$ cat config.mk
export PLATFORM = sky130hd
export DESIGN_NAME = axil_split2_flat
export DESIGN_NICKNAME = d
export VERILOG_FILES = /design/src/rtl/axil_split2_if.sv /design/src/rtl/axil_split2.sv /design/src/flat_wrapper.sv
export SDC_FILE = /design/constraint.sdc
export NUM_CORES = 1
export LEC_CHECK = 0
export CAP_MARGIN = 10
export CORE_AREA = 2 2 122 124
export CTS_CLUSTER_SIZE = 30
export DETAILED_ROUTE_END_ITERATION = 16
export DIE_AREA = 0 0 124 126
export GPL_TIMING_DRIVEN = 0
export PLACE_DENSITY = 0.83
export SYNTH_ARGS = -nofsm -noshare
export SYNTH_HDL_FRONTEND = slang
export SYNTH_SLANG_ARGS = --single-unit
export TNS_END_PERCENT = 5
$ cat constraint.sdc
create_clock -name clk -period 3.23 [get_ports clk]
set_input_delay 0.323 -clock clk [delete_from_list [all_inputs] [get_ports clk]]
set_output_delay 0.323 -clock clk [all_outputs]
set_load 0.05 [all_outputs]
$ cat src/rtl/axil_split2_if.sv
// axil_split2_if: AXI-lite bundle of all five channels, shared by the host and both downstream ports
interface axil_split2_if #(parameter int AW = 12, parameter int DW = 32);
  logic          awvalid, awready;
  logic [AW-1:0] awaddr;
  logic          wvalid, wready;
  logic [DW-1:0] wdata;
  logic [DW/8-1:0] wstrb;
  logic          bvalid, bready;
  logic [1:0]    bresp;
  logic          arvalid, arready;
  logic [AW-1:0] araddr;
  logic          rvalid, rready;
  logic [DW-1:0] rdata;
  logic [1:0]    rresp;
  modport master (
    output awvalid, awaddr, wvalid, wdata, wstrb, bready, arvalid, araddr, rready,
    input  awready, wready, bvalid, bresp, arready, rvalid, rdata, rresp
  );
  modport slave (
    input  awvalid, awaddr, wvalid, wdata, wstrb, bready, arvalid, araddr, rready,
    output awready, wready, bvalid, bresp, arready, rvalid, rdata, rresp
  );
endinterface

$ cat src/rtl/axil_split2.sv
// axil_split2: AXI-lite 1-to-2 router keyed on the top address bit, one read and one write outstanding
module axil_split2 #(
  parameter int ADDR_WIDTH = 12,
  parameter int DATA_WIDTH = 32
) (
  input  logic          clk,
  input  logic          rst,
  axil_split2_if.slave  s,
  axil_split2_if.master m0,
  axil_split2_if.master m1
);
  localparam int AW = ADDR_WIDTH - 1;
  localparam int SW = DATA_WIDTH / 8;
  typedef enum logic [1:0] {RIDLE, RADDR, RDATA, RRESP} r_state_t;
  typedef enum logic [1:0] {WCOLLECT, WFWD, WRESP, WBACK} w_state_t;
  r_state_t r_st, r_nxt;
  w_state_t w_st, w_nxt;
  logic                  r_sel, w_sel, aw_full, w_full, aw_pend, w_pend;
  logic [AW-1:0]         r_addr, w_addr;
  logic [DATA_WIDTH-1:0] r_data, w_data, m_rdata;
  logic [SW-1:0]         w_strb;
  logic [1:0]            r_resp, b_resp, m_rresp, m_bresp;
  logic                  m_arready, m_rvalid, m_awready, m_wready, m_bvalid, aw_done, w_done;
  assign m_arready = r_sel ? m1.arready : m0.arready;
  assign m_rvalid  = r_sel ? m1.rvalid  : m0.rvalid;
  assign m_rdata   = r_sel ? m1.rdata   : m0.rdata;
  assign m_rresp   = r_sel ? m1.rresp   : m0.rresp;
  assign m_awready = w_sel ? m1.awready : m0.awready;
  assign m_wready  = w_sel ? m1.wready  : m0.wready;
  assign m_bvalid  = w_sel ? m1.bvalid  : m0.bvalid;
  assign m_bresp   = w_sel ? m1.bresp   : m0.bresp;
  assign aw_done   = !aw_pend || m_awready;
  assign w_done    = !w_pend || m_wready;
  always_ff @(posedge clk) begin
    r_st <= rst ? RIDLE : r_nxt;
    w_st <= rst ? WCOLLECT : w_nxt;
  end
  always_comb begin
    r_nxt = r_st;
    unique case (r_st)
      RIDLE:   r_nxt = s.arvalid ? RADDR : RIDLE;
      RADDR:   r_nxt = m_arready ? RDATA : RADDR;
      RDATA:   r_nxt = m_rvalid ? RRESP : RDATA;
      default: r_nxt = s.rready ? RIDLE : RRESP;
    endcase
  end
  always_comb begin
    w_nxt = w_st;
    unique case (w_st)
      WCOLLECT: w_nxt = (aw_full && w_full) ? WFWD : WCOLLECT;
      WFWD:     w_nxt = (aw_done && w_done) ? WRESP : WFWD;
      WRESP:    w_nxt = m_bvalid ? WBACK : WRESP;
      default:  w_nxt = s.bready ? WCOLLECT : WBACK;
    endcase
  end
  always_ff @(posedge clk) begin
    if (rst) begin
      r_resp <= '0;
    end else begin
      if (s.arvalid && s.arready) {r_sel, r_addr} <= s.araddr;
      if (r_st == RDATA && m_rvalid) begin
        r_data <= m_rdata;
        r_resp <= m_rresp;
      end
    end
  end
  // Holding registers stay full until the host takes B, which blocks new AW/W
  always_ff @(posedge clk) begin
    if (rst) begin
      aw_full <= 1'b0;
      w_full  <= 1'b0;
      aw_pend <= 1'b0;
      w_pend  <= 1'b0;
      b_resp  <= '0;
    end else begin
      if (s.awvalid && s.awready) begin
        {w_sel, w_addr} <= s.awaddr;
        aw_full <= 1'b1;
      end
      if (s.wvalid && s.wready) begin
        w_data <= s.wdata;
        w_strb <= s.wstrb;
        w_full <= 1'b1;
      end
      if (w_st == WCOLLECT && w_nxt == WFWD) begin
        aw_pend <= 1'b1;
        w_pend  <= 1'b1;
      end else begin
        aw_pend <= aw_pend && !m_awready;
        w_pend  <= w_pend && !m_wready;
      end
      if (w_st == WRESP && m_bvalid) b_resp <= m_bresp;
      if (s.bvalid && s.bready) begin
        aw_full <= 1'b0;
        w_full  <= 1'b0;
      end
    end
  end
  assign s.arready  = !rst && r_st == RIDLE;
  assign s.rvalid   = r_st == RRESP;
  assign s.rdata    = r_data;
  assign s.rresp    = r_resp;
  assign s.awready  = !rst && !aw_full;
  assign s.wready   = !rst && !w_full;
  assign s.bvalid   = w_st == WBACK;
  assign s.bresp    = b_resp;
  assign m0.arvalid = r_st == RADDR && !r_sel;
  assign m1.arvalid = r_st == RADDR && r_sel;
  assign m0.rready  = r_st == RDATA && !r_sel;
  assign m1.rready  = r_st == RDATA && r_sel;
  assign m0.araddr  = r_addr;
  assign m1.araddr  = r_addr;
  assign m0.awvalid = w_st == WFWD && aw_pend && !w_sel;
  assign m1.awvalid = w_st == WFWD && aw_pend && w_sel;
  assign m0.wvalid  = w_st == WFWD && w_pend && !w_sel;
  assign m1.wvalid  = w_st == WFWD && w_pend && w_sel;
  assign m0.bready  = w_st == WRESP && !w_sel;
  assign m1.bready  = w_st == WRESP && w_sel;
  assign m0.awaddr  = w_addr;
  assign m1.awaddr  = w_addr;
  assign m0.wdata   = w_data;
  assign m1.wdata   = w_data;
  assign m0.wstrb   = w_strb;
  assign m1.wstrb   = w_strb;
endmodule

$ cat src/flat_wrapper.sv
// flat-port wrapper written by rule: the top's interface ports become plain ports
module axil_split2_flat 
#(
  parameter int ADDR_WIDTH = 12,
  parameter int DATA_WIDTH = 32
)
  (clk, rst, s_awvalid, s_awaddr, s_wvalid, s_wdata, s_wstrb, s_bready, s_arvalid, s_araddr, s_rready, s_awready, s_wready, s_bvalid, s_bresp, s_arready, s_rvalid, s_rdata, s_rresp, m0_awvalid, m0_awaddr, m0_wvalid, m0_wdata, m0_wstrb, m0_bready, m0_arvalid, m0_araddr, m0_rready, m0_awready, m0_wready, m0_bvalid, m0_bresp, m0_arready, m0_rvalid, m0_rdata, m0_rresp, m1_awvalid, m1_awaddr, m1_wvalid, m1_wdata, m1_wstrb, m1_bready, m1_arvalid, m1_araddr, m1_rready, m1_awready, m1_wready, m1_bvalid, m1_bresp, m1_arready, m1_rvalid, m1_rdata, m1_rresp);
  axil_split2_if #(.AW(12), .DW(32)) s_i ();
  axil_split2_if #(.AW(11), .DW(32)) m0_i ();
  axil_split2_if #(.AW(11), .DW(32)) m1_i ();
  input  logic clk;
  input  logic rst;
  input wire logic [$bits(s_i.awvalid)-1:0] s_awvalid;
  input wire logic [$bits(s_i.awaddr)-1:0] s_awaddr;
  input wire logic [$bits(s_i.wvalid)-1:0] s_wvalid;
  input wire logic [$bits(s_i.wdata)-1:0] s_wdata;
  input wire logic [$bits(s_i.wstrb)-1:0] s_wstrb;
  input wire logic [$bits(s_i.bready)-1:0] s_bready;
  input wire logic [$bits(s_i.arvalid)-1:0] s_arvalid;
  input wire logic [$bits(s_i.araddr)-1:0] s_araddr;
  input wire logic [$bits(s_i.rready)-1:0] s_rready;
  output wire logic [$bits(s_i.awready)-1:0] s_awready;
  output wire logic [$bits(s_i.wready)-1:0] s_wready;
  output wire logic [$bits(s_i.bvalid)-1:0] s_bvalid;
  output wire logic [$bits(s_i.bresp)-1:0] s_bresp;
  output wire logic [$bits(s_i.arready)-1:0] s_arready;
  output wire logic [$bits(s_i.rvalid)-1:0] s_rvalid;
  output wire logic [$bits(s_i.rdata)-1:0] s_rdata;
  output wire logic [$bits(s_i.rresp)-1:0] s_rresp;
  output wire logic [$bits(m0_i.awvalid)-1:0] m0_awvalid;
  output wire logic [$bits(m0_i.awaddr)-1:0] m0_awaddr;
  output wire logic [$bits(m0_i.wvalid)-1:0] m0_wvalid;
  output wire logic [$bits(m0_i.wdata)-1:0] m0_wdata;
  output wire logic [$bits(m0_i.wstrb)-1:0] m0_wstrb;
  output wire logic [$bits(m0_i.bready)-1:0] m0_bready;
  output wire logic [$bits(m0_i.arvalid)-1:0] m0_arvalid;
  output wire logic [$bits(m0_i.araddr)-1:0] m0_araddr;
  output wire logic [$bits(m0_i.rready)-1:0] m0_rready;
  input wire logic [$bits(m0_i.awready)-1:0] m0_awready;
  input wire logic [$bits(m0_i.wready)-1:0] m0_wready;
  input wire logic [$bits(m0_i.bvalid)-1:0] m0_bvalid;
  input wire logic [$bits(m0_i.bresp)-1:0] m0_bresp;
  input wire logic [$bits(m0_i.arready)-1:0] m0_arready;
  input wire logic [$bits(m0_i.rvalid)-1:0] m0_rvalid;
  input wire logic [$bits(m0_i.rdata)-1:0] m0_rdata;
  input wire logic [$bits(m0_i.rresp)-1:0] m0_rresp;
  output wire logic [$bits(m1_i.awvalid)-1:0] m1_awvalid;
  output wire logic [$bits(m1_i.awaddr)-1:0] m1_awaddr;
  output wire logic [$bits(m1_i.wvalid)-1:0] m1_wvalid;
  output wire logic [$bits(m1_i.wdata)-1:0] m1_wdata;
  output wire logic [$bits(m1_i.wstrb)-1:0] m1_wstrb;
  output wire logic [$bits(m1_i.bready)-1:0] m1_bready;
  output wire logic [$bits(m1_i.arvalid)-1:0] m1_arvalid;
  output wire logic [$bits(m1_i.araddr)-1:0] m1_araddr;
  output wire logic [$bits(m1_i.rready)-1:0] m1_rready;
  input wire logic [$bits(m1_i.awready)-1:0] m1_awready;
  input wire logic [$bits(m1_i.wready)-1:0] m1_wready;
  input wire logic [$bits(m1_i.bvalid)-1:0] m1_bvalid;
  input wire logic [$bits(m1_i.bresp)-1:0] m1_bresp;
  input wire logic [$bits(m1_i.arready)-1:0] m1_arready;
  input wire logic [$bits(m1_i.rvalid)-1:0] m1_rvalid;
  input wire logic [$bits(m1_i.rdata)-1:0] m1_rdata;
  input wire logic [$bits(m1_i.rresp)-1:0] m1_rresp;
  assign s_i.awvalid = s_awvalid;
  assign s_i.awaddr = s_awaddr;
  assign s_i.wvalid = s_wvalid;
  assign s_i.wdata = s_wdata;
  assign s_i.wstrb = s_wstrb;
  assign s_i.bready = s_bready;
  assign s_i.arvalid = s_arvalid;
  assign s_i.araddr = s_araddr;
  assign s_i.rready = s_rready;
  assign s_awready = s_i.awready;
  assign s_wready = s_i.wready;
  assign s_bvalid = s_i.bvalid;
  assign s_bresp = s_i.bresp;
  assign s_arready = s_i.arready;
  assign s_rvalid = s_i.rvalid;
  assign s_rdata = s_i.rdata;
  assign s_rresp = s_i.rresp;
  assign m0_awvalid = m0_i.awvalid;
  assign m0_awaddr = m0_i.awaddr;
  assign m0_wvalid = m0_i.wvalid;
  assign m0_wdata = m0_i.wdata;
  assign m0_wstrb = m0_i.wstrb;
  assign m0_bready = m0_i.bready;
  assign m0_arvalid = m0_i.arvalid;
  assign m0_araddr = m0_i.araddr;
  assign m0_rready = m0_i.rready;
  assign m0_i.awready = m0_awready;
  assign m0_i.wready = m0_wready;
  assign m0_i.bvalid = m0_bvalid;
  assign m0_i.bresp = m0_bresp;
  assign m0_i.arready = m0_arready;
  assign m0_i.rvalid = m0_rvalid;
  assign m0_i.rdata = m0_rdata;
  assign m0_i.rresp = m0_rresp;
  assign m1_awvalid = m1_i.awvalid;
  assign m1_awaddr = m1_i.awaddr;
  assign m1_wvalid = m1_i.wvalid;
  assign m1_wdata = m1_i.wdata;
  assign m1_wstrb = m1_i.wstrb;
  assign m1_bready = m1_i.bready;
  assign m1_arvalid = m1_i.arvalid;
  assign m1_araddr = m1_i.araddr;
  assign m1_rready = m1_i.rready;
  assign m1_i.awready = m1_awready;
  assign m1_i.wready = m1_wready;
  assign m1_i.bvalid = m1_bvalid;
  assign m1_i.bresp = m1_bresp;
  assign m1_i.arready = m1_arready;
  assign m1_i.rvalid = m1_rvalid;
  assign m1_i.rdata = m1_rdata;
  assign m1_i.rresp = m1_rresp;
  axil_split2 #(.ADDR_WIDTH(ADDR_WIDTH), .DATA_WIDTH(DATA_WIDTH)) u_core (.clk(clk), .rst(rst), .s(s_i), .m0(m0_i), .m1(m1_i));
endmodule
==> run_1/met3.png <==
Scale: 2 px per um.
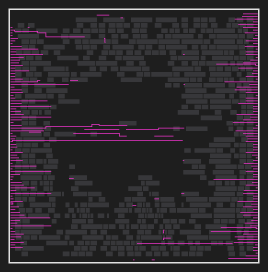
183 nets have wire on it. The layer holds 10% of the routed length. The layer carries 1350 um of wire. The wires run mostly horizontal.

==> run_1/cell_classes.png <==
Scale: 4 px per um.
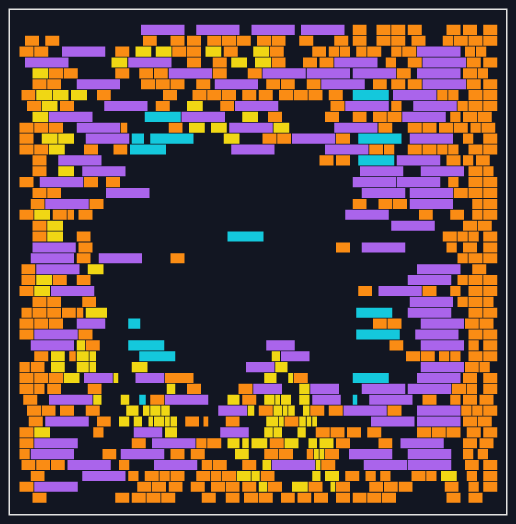
other buffers and delay cells: marked orange, cells 380. all other logic: marked yellow, cells 97. flops: marked purple, cells 104. clock drivers and dummy loads: marked cyan, cells 16.

==> run_1/final_placement.png <==
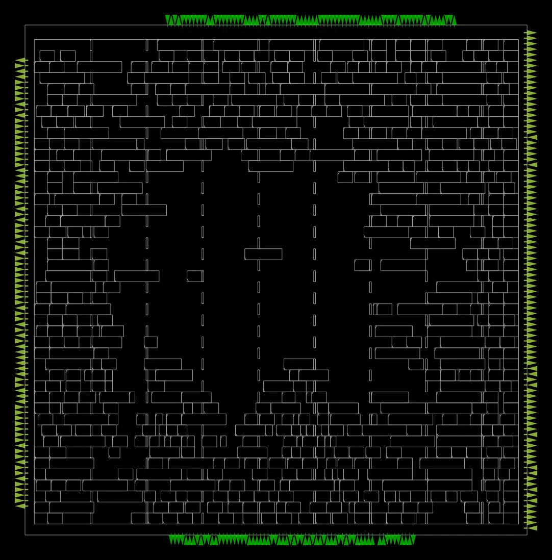
row cnt: 44
number of flip-flops and latches: 104

==> results.json <==
{
  "final_critical_path_setup_slack_ns": 0.448,
  "vias_per_cell": 4.32,
  "logic_family": "buffers and inverters",
  "floorplan.die.height_um": 126,
  "cts_resized": 0,
  "antenna_found_initial": 2,
  "ctsHoldBuffers": 0,
  "area_growth_syn_to_layout_pct": 88.1,
  "drt_pass1_iterations": 4,
  "grtUsageTotal_pct": 16.8,
  "crit_slowest_cell": "clkdlybuf4s50_1",
  "timing.clock.skew_ns": 0.00794,
  "number_of_warning_messages_in_the_logs": 26,
  "sw_frac_of_total_pct": 25.1,
  "leakagePower_nw": 2.94,
  "synthesis.instances": 265,
  "bufAreaShareNonClock_pct": 45.4,
  "post-dp-hpwl_um": 11000,
  "timing.final.crit_share_pct": 86.1,
  "avgSynthCellArea_um2": 16.1,
  "synth.lib_cells_used.distinct": 29,
  "postSynthSeqShare_pct": 70.4,
  "regArea_mm2": 0.00300,
  "grt_start_max_net_pins": 37,
  "setup.worst_path.start_class": "flop",
  "report.final.hold_viol_count": 0,
  "setup_viol": 0,
  "maxSlewHeadroom_pct": 45.4,
  "clkSlewWorstSetupHoldPaths_ns": 0.07,
  "cp-end-kind": "primary output",
  "run_status": "finished, final reports clean",
  "cts.root.buffer_cell": "clkbuf_16",
  "detail_route.iter0.violations": 100,
  "ys_sh_xor_pct": 0,
  "worst-endpoint-arrival_ns": 2.46,
  "synthesis.nets": 414,
  "antennaDiodeCount": 1,
  "area_dominant_class": "non-clock buffers",
  "slew_violations": 0,
  "cp-startpoint": "u_core.r_sel",
  "peakVddDrop_uv": 260,
  "synth_simple_gate_area_share_pct": 4.40,
  "ant_nets": 0,
  "clockBufferDepth": 2,
  "critPathMostFrequentCell": "buf_2",
  "endpoint": "m1_arvalid",
  "mappedNetlistArea_mm2": 0.00426
}
-- run 1: synth_stat cells --
cell	instances	share of area, %
edfxtp_1	92	65
buf_4	58	10
mux2_2	34	9.0
dfxtp_1	12	5.6
and2_1	8	1.2
a21oi_1	7	0.82
nor2_1	7	0.62
mux2i_1	6	1.4
nand2_1	6	0.53
buf_2	5	0.59
nor2b_1	5	0.73
a311oi_1	4	0.82
a22oi_1	2	0.35
a31oi_1	2	0.29
and3_1	2	0.29
o21a_1	2	0.35
a211o_1	1	0.21
a211oi_1	1	0.18
a22o_1	1	0.21
and3b_1	1	0.21
clkbuf_1	1	0.088
inv_1	1	0.088
mux2_4	1	0.35
nand3_1	1	0.12
nor3_1	1	0.12
nor3b_1	1	0.18
nor4bb_1	1	0.23
o2bb2ai_1	1	0.21
or3b_1	1	0.21
-- run 1: worst min path at each step --
stage | startpoint | to | slack, ns | cells past startpoint
final | u_core.w_pend | u_core.w_pend | 0.52 | 2
after floorplan | s_rready | u_core.r_st[1] | 0.42 | 1
after global routing | s_wdata[18] | u_core.m0.wdata[18] | 0.51 | 1
after global placement | u_core.w_pend | u_core.w_pend | 0.47 | 2
after detailed placement | u_core.aw_pend | u_core.aw_pend | 0.50 | 2
after CTS | u_core.w_pend | u_core.w_pend | 0.51 | 2
-- run 1: worst min-delay path: stages, from the launching register on --
cell and delay, ns:
dfxtp_1 0.35, nand2_1 0.07, a21oi_1 0.05
-- run 1: cell usage in the layout (no fill, tap or decap), types with 2 or more instances in the layout --
cell type        count
edfxtp_1            92
a31oi_1              2
buf_4               58
clkbuf_16            9
bufinv_16            3
mux2_2              34
nand2_1              6
nor2b_1              5
clkdlybuf4s50_1    315
buf_2                5
and2_1               7
a22oi_1              2
a21oi_1              7
and3_1               2
o21a_1               2
a311oi_1             4
dfxtp_1             12
nor2_1               6
inv_6                2
clkbuf_1             2
mux2i_1              6
-- run 1: power groups by stage --
stage          registers, mW  clock network [mW]  logic (mW)
6_report                1.55                1.25       0.714
5_1_grt                 1.55                1.32       0.748
4_1_cts                 1.55                1.28       0.719
3_5_place_dp            1.58                   0       0.717
3_3_place_gp            1.58                   0       0.702
2_1_floorplan           1.70                   0       0.253
-- run 1: sequential cells by signal (all words and copies together) (netlist names), 4 cells and up --
| register | flops |
|---|---|
| u_core.m0.awaddr | 11 |
| u_core.s.rdata | 32 |
| u_core.m0.wdata | 32 |
| u_core.m0.araddr | 11 |
| u_core.m0.wstrb | 4 |
-- run 1: metrics by stage --
step	hold WS (ns)	utilization, %	area, um2	power [mW]	TNS [ns]
final	0.515	56.0	8020	3.51	0
after global routing	0.514	56.0	8020	3.63	0
after CTS	0.507	56.0	8020	3.54	0
after detailed placement	0.499	53.6	7670	2.30	0
after global placement	0.469	53.4	7650	2.28	-17.99
after floorplan	0.420	-	4260	1.95	0
-- run 1: kinds of logic after synthesis --
logic type             after synthesis
flip-flops                         104
AND-OR/OR-AND                       21
multiplexers                        41
buffers and inverters               65
AND/OR/NAND/NOR                     34
-- run 1: per-layer routing --
layer	global-route usage, %	wire length [um]
met5	0	13
met3	5.25	1350
met1	16.6	4480
met4	6.48	281
met2	31.8	7200
Power figures rest on the tool's default switching activity, not on a simulated workload.
